Figure 1. Signal wires on met1.
Bar = 20 um. Supply wires on this layer in grey.
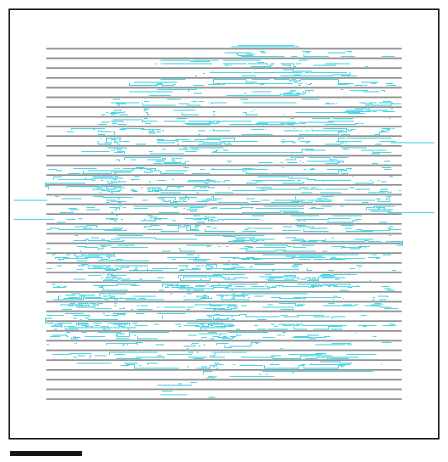
Figure 2. M2 wires.
Cells faint in the background.
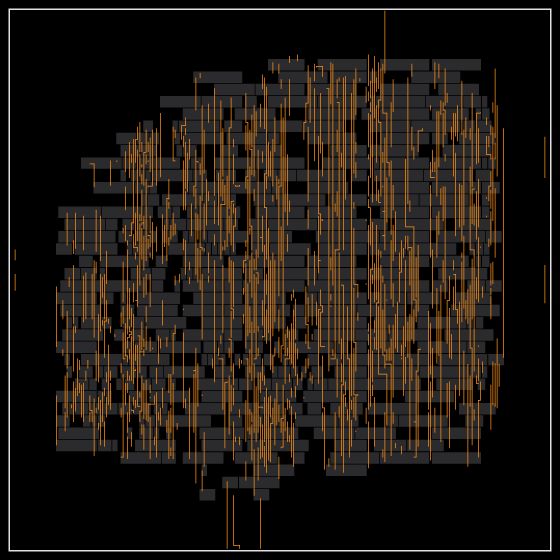
Figure 3. The metal 3 layer.
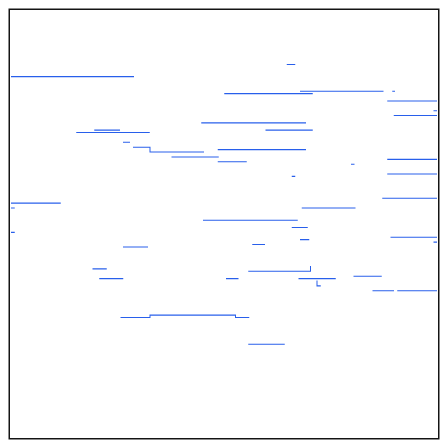
Figure 4. Metal 4.
Supply wires on this layer in grey.
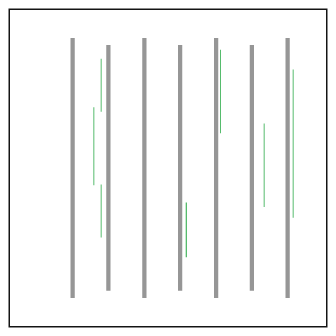
Figure 5. Track usage over the die.
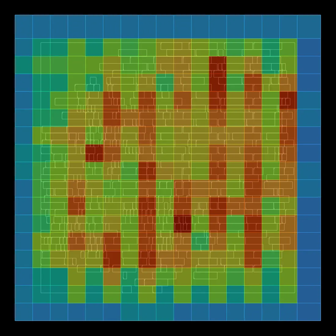
===== config.mk =====
export PLATFORM = sky130hd
export DESIGN_NAME = ps2_kb_rx
export DESIGN_NICKNAME = d
export VERILOG_FILES = /design/src/rtl/ps2_kb_rx.sv
export SDC_FILE = /design/constraint.sdc
export NUM_CORES = 1
export LEC_CHECK = 0
export ABC_CLOCK_PERIOD_IN_PS = 2430
export CAP_MARGIN = 20
export CORE_MARGIN = 10
export CORE_UTILIZATION = 55
export DETAILED_ROUTE_END_ITERATION = 6
export GPL_TIMING_DRIVEN = 1
export PLACE_DENSITY = 0.84
export SYNTH_ARGS = -nofsm -noshare
export SYNTH_HDL_FRONTEND = slang
export SYNTH_SLANG_ARGS = --single-unit

===== constraint.sdc =====
create_clock -name clk -period 2.43 [get_ports clk]
set_input_delay 0.3645 -clock clk [delete_from_list [all_inputs] [get_ports clk]]
set_output_delay 0.3645 -clock clk [all_outputs]
set_load 0.005 [all_outputs]

===== src/rtl/ps2_kb_rx.sv =====
// PS/2 keyboard receiver: deserialises device frames, folds F0/E0 prefixes
// into one {break, scancode} event per keystroke and queues it in a FIFO.
// Ports: clk, rst (async, active-high), ps2_clk/ps2_data (raw async pins),
//   ps2kb_rd (bus read strobe, level), ps2kb_key {valid, break, code},
//   parity_err and overflow (sticky error flags).
module ps2_kb_rx #(
    parameter int FIFO_DEPTH  = 8,
    parameter int TIMEOUT_CYC = 100000
) (
    input  logic       clk,
    input  logic       rst,
    input  logic       ps2_clk,
    input  logic       ps2_data,
    input  logic       ps2kb_rd,
    output logic [9:0] ps2kb_key,
    output logic       parity_err,
    output logic       overflow
);

    localparam int AW = $clog2(FIFO_DEPTH);
    localparam int TW = $clog2(TIMEOUT_CYC);
    localparam logic [TW-1:0] TO_LAST = TW'(TIMEOUT_CYC - 1);
    localparam logic [AW:0]   FULL    = (AW+1)'(FIFO_DEPTH);

    localparam logic [0:0] S_IDLE = 1'b0;
    localparam logic [0:0] S_RECV = 1'b1;

    logic [1:0]    clk_s;
    logic [1:0]    dat_s;
    logic          clk_d;
    logic          fall;
    logic          bit_in;

    logic [0:0]    state;
    logic [3:0]    bitcnt;
    logic [8:0]    shreg;
    logic [TW-1:0] tocnt;
    logic          frm_vld;
    logic [7:0]    frm_code;

    logic          rd_prev;
    logic          brk_pend;
    logic [AW-1:0] wr_ptr;
    logic [AW-1:0] rd_ptr;
    logic [AW:0]   count;
    logic [8:0]    mem [FIFO_DEPTH];

    logic          push_req;
    logic          push;
    logic          pop;
    logic          full;
    logic          empty;

    always_ff @(posedge clk or posedge rst) begin
        if (rst) begin
            clk_s <= 2'b11;
            dat_s <= 2'b11;
            clk_d <= 1'b1;
        end else begin
            clk_s <= {clk_s[0], ps2_clk};
            dat_s <= {dat_s[0], ps2_data};
            clk_d <= clk_s[1];
        end
    end

    assign fall   = clk_d & ~clk_s[1];
    assign bit_in = dat_s[1];

    // shreg collects data bits then parity, LSB first, entering at the top;
    // the stop bit is checked straight off the pin sample.
    always_ff @(posedge clk or posedge rst) begin
        if (rst) begin
            state      <= S_IDLE;
            bitcnt     <= 4'd0;
            shreg      <= 9'd0;
            tocnt      <= '0;
            frm_vld    <= 1'b0;
            frm_code   <= 8'd0;
            parity_err <= 1'b0;
        end else begin
            frm_vld <= 1'b0;
            if (fall)
                tocnt <= '0;
            else if (tocnt != TO_LAST)
                tocnt <= tocnt + 1'b1;
            unique case (state)
                S_IDLE: begin
                    if (fall && !bit_in) begin
                        state  <= S_RECV;
                        bitcnt <= 4'd1;
                    end
                end
                S_RECV: begin
                    if (fall) begin
                        if (bitcnt == 4'd10) begin
                            state  <= S_IDLE;
                            bitcnt <= 4'd0;
                            if ((^shreg) && bit_in) begin
                                frm_vld  <= 1'b1;
                                frm_code <= shreg[7:0];
                            end else begin
                                parity_err <= 1'b1;
                            end
                        end else begin
                            shreg  <= {bit_in, shreg[8:1]};
                            bitcnt <= bitcnt + 1'b1;
                        end
                    end else if (tocnt == TO_LAST) begin
                        state  <= S_IDLE;
                        bitcnt <= 4'd0;
                    end
                end
                default: state <= S_IDLE;
            endcase
        end
    end

    assign full     = (count == FULL);
    assign empty    = (count == '0);
    assign push_req = frm_vld && (frm_code != 8'hF0) && (frm_code != 8'hE0);
    assign pop      = ps2kb_rd & ~rd_prev & ~empty;
    // A pop in the same cycle frees the slot, so a full FIFO still accepts.
    assign push     = push_req & (~full | pop);

    always_ff @(posedge clk or posedge rst) begin
        if (rst) begin
            rd_prev  <= 1'b0;
            brk_pend <= 1'b0;
            wr_ptr   <= '0;
            rd_ptr   <= '0;
            count    <= '0;
            overflow <= 1'b0;
        end else begin
            rd_prev <= ps2kb_rd;
            if (frm_vld) begin
                if (frm_code == 8'hF0)
                    brk_pend <= 1'b1;
                else if (frm_code != 8'hE0)
                    brk_pend <= 1'b0;
            end
            if (push)
                wr_ptr <= wr_ptr + 1'b1;
            if (pop)
                rd_ptr <= rd_ptr + 1'b1;
            if (push_req && !push)
                overflow <= 1'b1;
            unique case ({push, pop})
                2'b10:   count <= count + 1'b1;
                2'b01:   count <= count - 1'b1;
                default: count <= count;
            endcase
        end
    end

    always_ff @(posedge clk) begin
        if (push)
            mem[wr_ptr] <= {brk_pend, frm_code};
    end

    assign ps2kb_key = empty ? 10'h000 : {1'b1, mem[rd_ptr]};

endmodule


==> flow_summary_export.csv <==
group,metric,value,unit
final_layout,comb_share,26.1,%
synthesis,synth_top_flop_cell,"edfxtp_1",
setup_path,critical_path_cell_with_the_highest_stage_delay,"mux4_2",
global_routing,wire_length_of_the_first_global_routing_pass,17500,um
final_layout,postLayoutCellArea,6730,um^2
final_timing,setup_ws,-0.0892,ns
route,viasPerCell,5.46,
final_timing,maxSlewHeadroom,59.6,%
route,drc_violations_left,0,
floorplanning,cell_rows,36,
final_layout,seqCellArea,3650,um^2
setup_path,cpPeakStageDelay,0.50,ns
clock_network,clk_latency,0.51,ns
final_layout,final.fill_count,652,
synthesis,synth_seq_share,66.8,%
synthesis,yosysUniqueCellTypes,50,
setup_path,worst-path-buf-inv,3,
setup_path,worst_setup_path_endpoint,"ps2kb_key[3]",
final_layout,design.final.nets,447,
synthesis,synth.area.top_cells,"edfxtp_1 (40%), dfrtp_1 (25%), mux4_2 (7.4%)",
synthesis,synth_area,5460,um^2
clock_network,cts_tree,"yes",
final_timing,final.hold.worst_slack,0.248,ns
pwr,power_leakage,2.85,nW
final_layout,buffers_excl_clock,56,
final_timing,worst-slew-pin-transition,0.605,ns
global_routing,antenna_violations_before_repair,0,
setup_path,critical_path_peak_fanout,5,
final_layout,sh_seq_area,54.2,%
pwr,dominant_power_group,"registers",
clock_network,cts.reportedPaths.clkPinSlew,0.06,ns
setup_path,list_of_cells_traversed_by_the_critical_path,"buf_12 -> buf_12 -> mux4_2 -> mux2i_1 -> nor2_1 -> buf_2",
placement,io_buffers,16,
final_timing,setup_viol,8,
final_layout,layout.cells.most_common_list,"edfxtp_1 (72), dfrtp_1 (52), nand2_1 (46), nor2_1 (37), buf_4 (27)",
pwr,comb_cell_power,1.46,mW
pwr,cellInternalPower,4.95,mW
clock_network,count_of_buffers_added_by_post_cts_timing_repair_for_setup,9,
synthesis,synthesis.nets,383,
synthesis,logic_family,"multiplexers",
status,run_status,"finished with violations",
status,violations,"negative setup slack",
route,wl_per_cell,18.4,um
final_timing,tns,-0.437,ns
pwr,seq_pwr_share,40.2,%
global_routing,grt_pass1_vias,3358,
synthesis,synthCells,370,
floorplanning,dieArea,14300,um^2
pwr,power_per_cell_area,1010,nW/um^2
floorplanning,tapCellCount,133,
final_layout,area_growth_syn_to_layout,23.3,%
synthesis,synthesis.yosys.warnings,0,
placement,place.gp.congestion,0.779,
clock_network,hold_bufs_inserted_after_cts,0,
setup_path,cp_data_required_time,2.07,ns
final_timing,rsz_0062_raised_after_global_routing,"yes",
final_timing,skew,0.0149,ns
synthesis,post_synth.cell_area_avg,14.7,um^2
final_layout,n_sequential_cell,131,
synthesis,cell_taking_the_most_area_after_synthesis,"edfxtp_1",
floorplanning,placeableCoreArea,9730,um^2
synthesis,synth_dominant_cell_count,"edfxtp_1",
final_layout,clock_buffer_count,17,
Back to the opening pictures, Figure 1:
wire length on this layer: 4330 um
main direction: horizontal
share of all routed wire: 41%
longest straight run: 30.8 um

Back to the opening pictures, Figure 2:
wire length on this layer: 5630 um
longest straight run: 67.0 um
M2 GR Usage: 27.1%
wirelength, routed: 10700 um
overall via count from detail_route: 3164

Back to the opening pictures, Figure 3:
nets with wire on the layer: 34
share of all routed wire: 4.6%
main direction: horizontal

Back to the opening pictures, Figure 4:
share of all routed wire: 2.0%
nets with wire on the layer: 5
longest straight run: 55.8 um
wire length on this layer: 207 um

Back to the opening pictures, Figure 5:
Most Crowded Layer GR: met2
global-route usage over all layers: 15.6%
met1 Track Usage GR: 18.1%

[cells by family after synthesis]
family / count (synthesis)
and+or+nand+nor: 126
buffers and inverters: 19
AOI/OAI and AO/OA: 20
adders and majority gates: 8
DFF: 131
muxes: 41
xor gates and xnor gates: 25
[layer usage]
layer,vias up,routed length (um)
met2,67,5630
met1,1595,4330
li1,1487,-
met4,0,207
met5,-,0
met3,15,490
[flip-flops by register name, summed over array words and instances (netlist names), 3 cells and up]
name	cells
frm_code	8
tocnt	17
wr_ptr	3
count	4
mem	72
bitcnt	4
rd_ptr	3
shreg	9
Power is estimated from default activity; no workload was simulated.
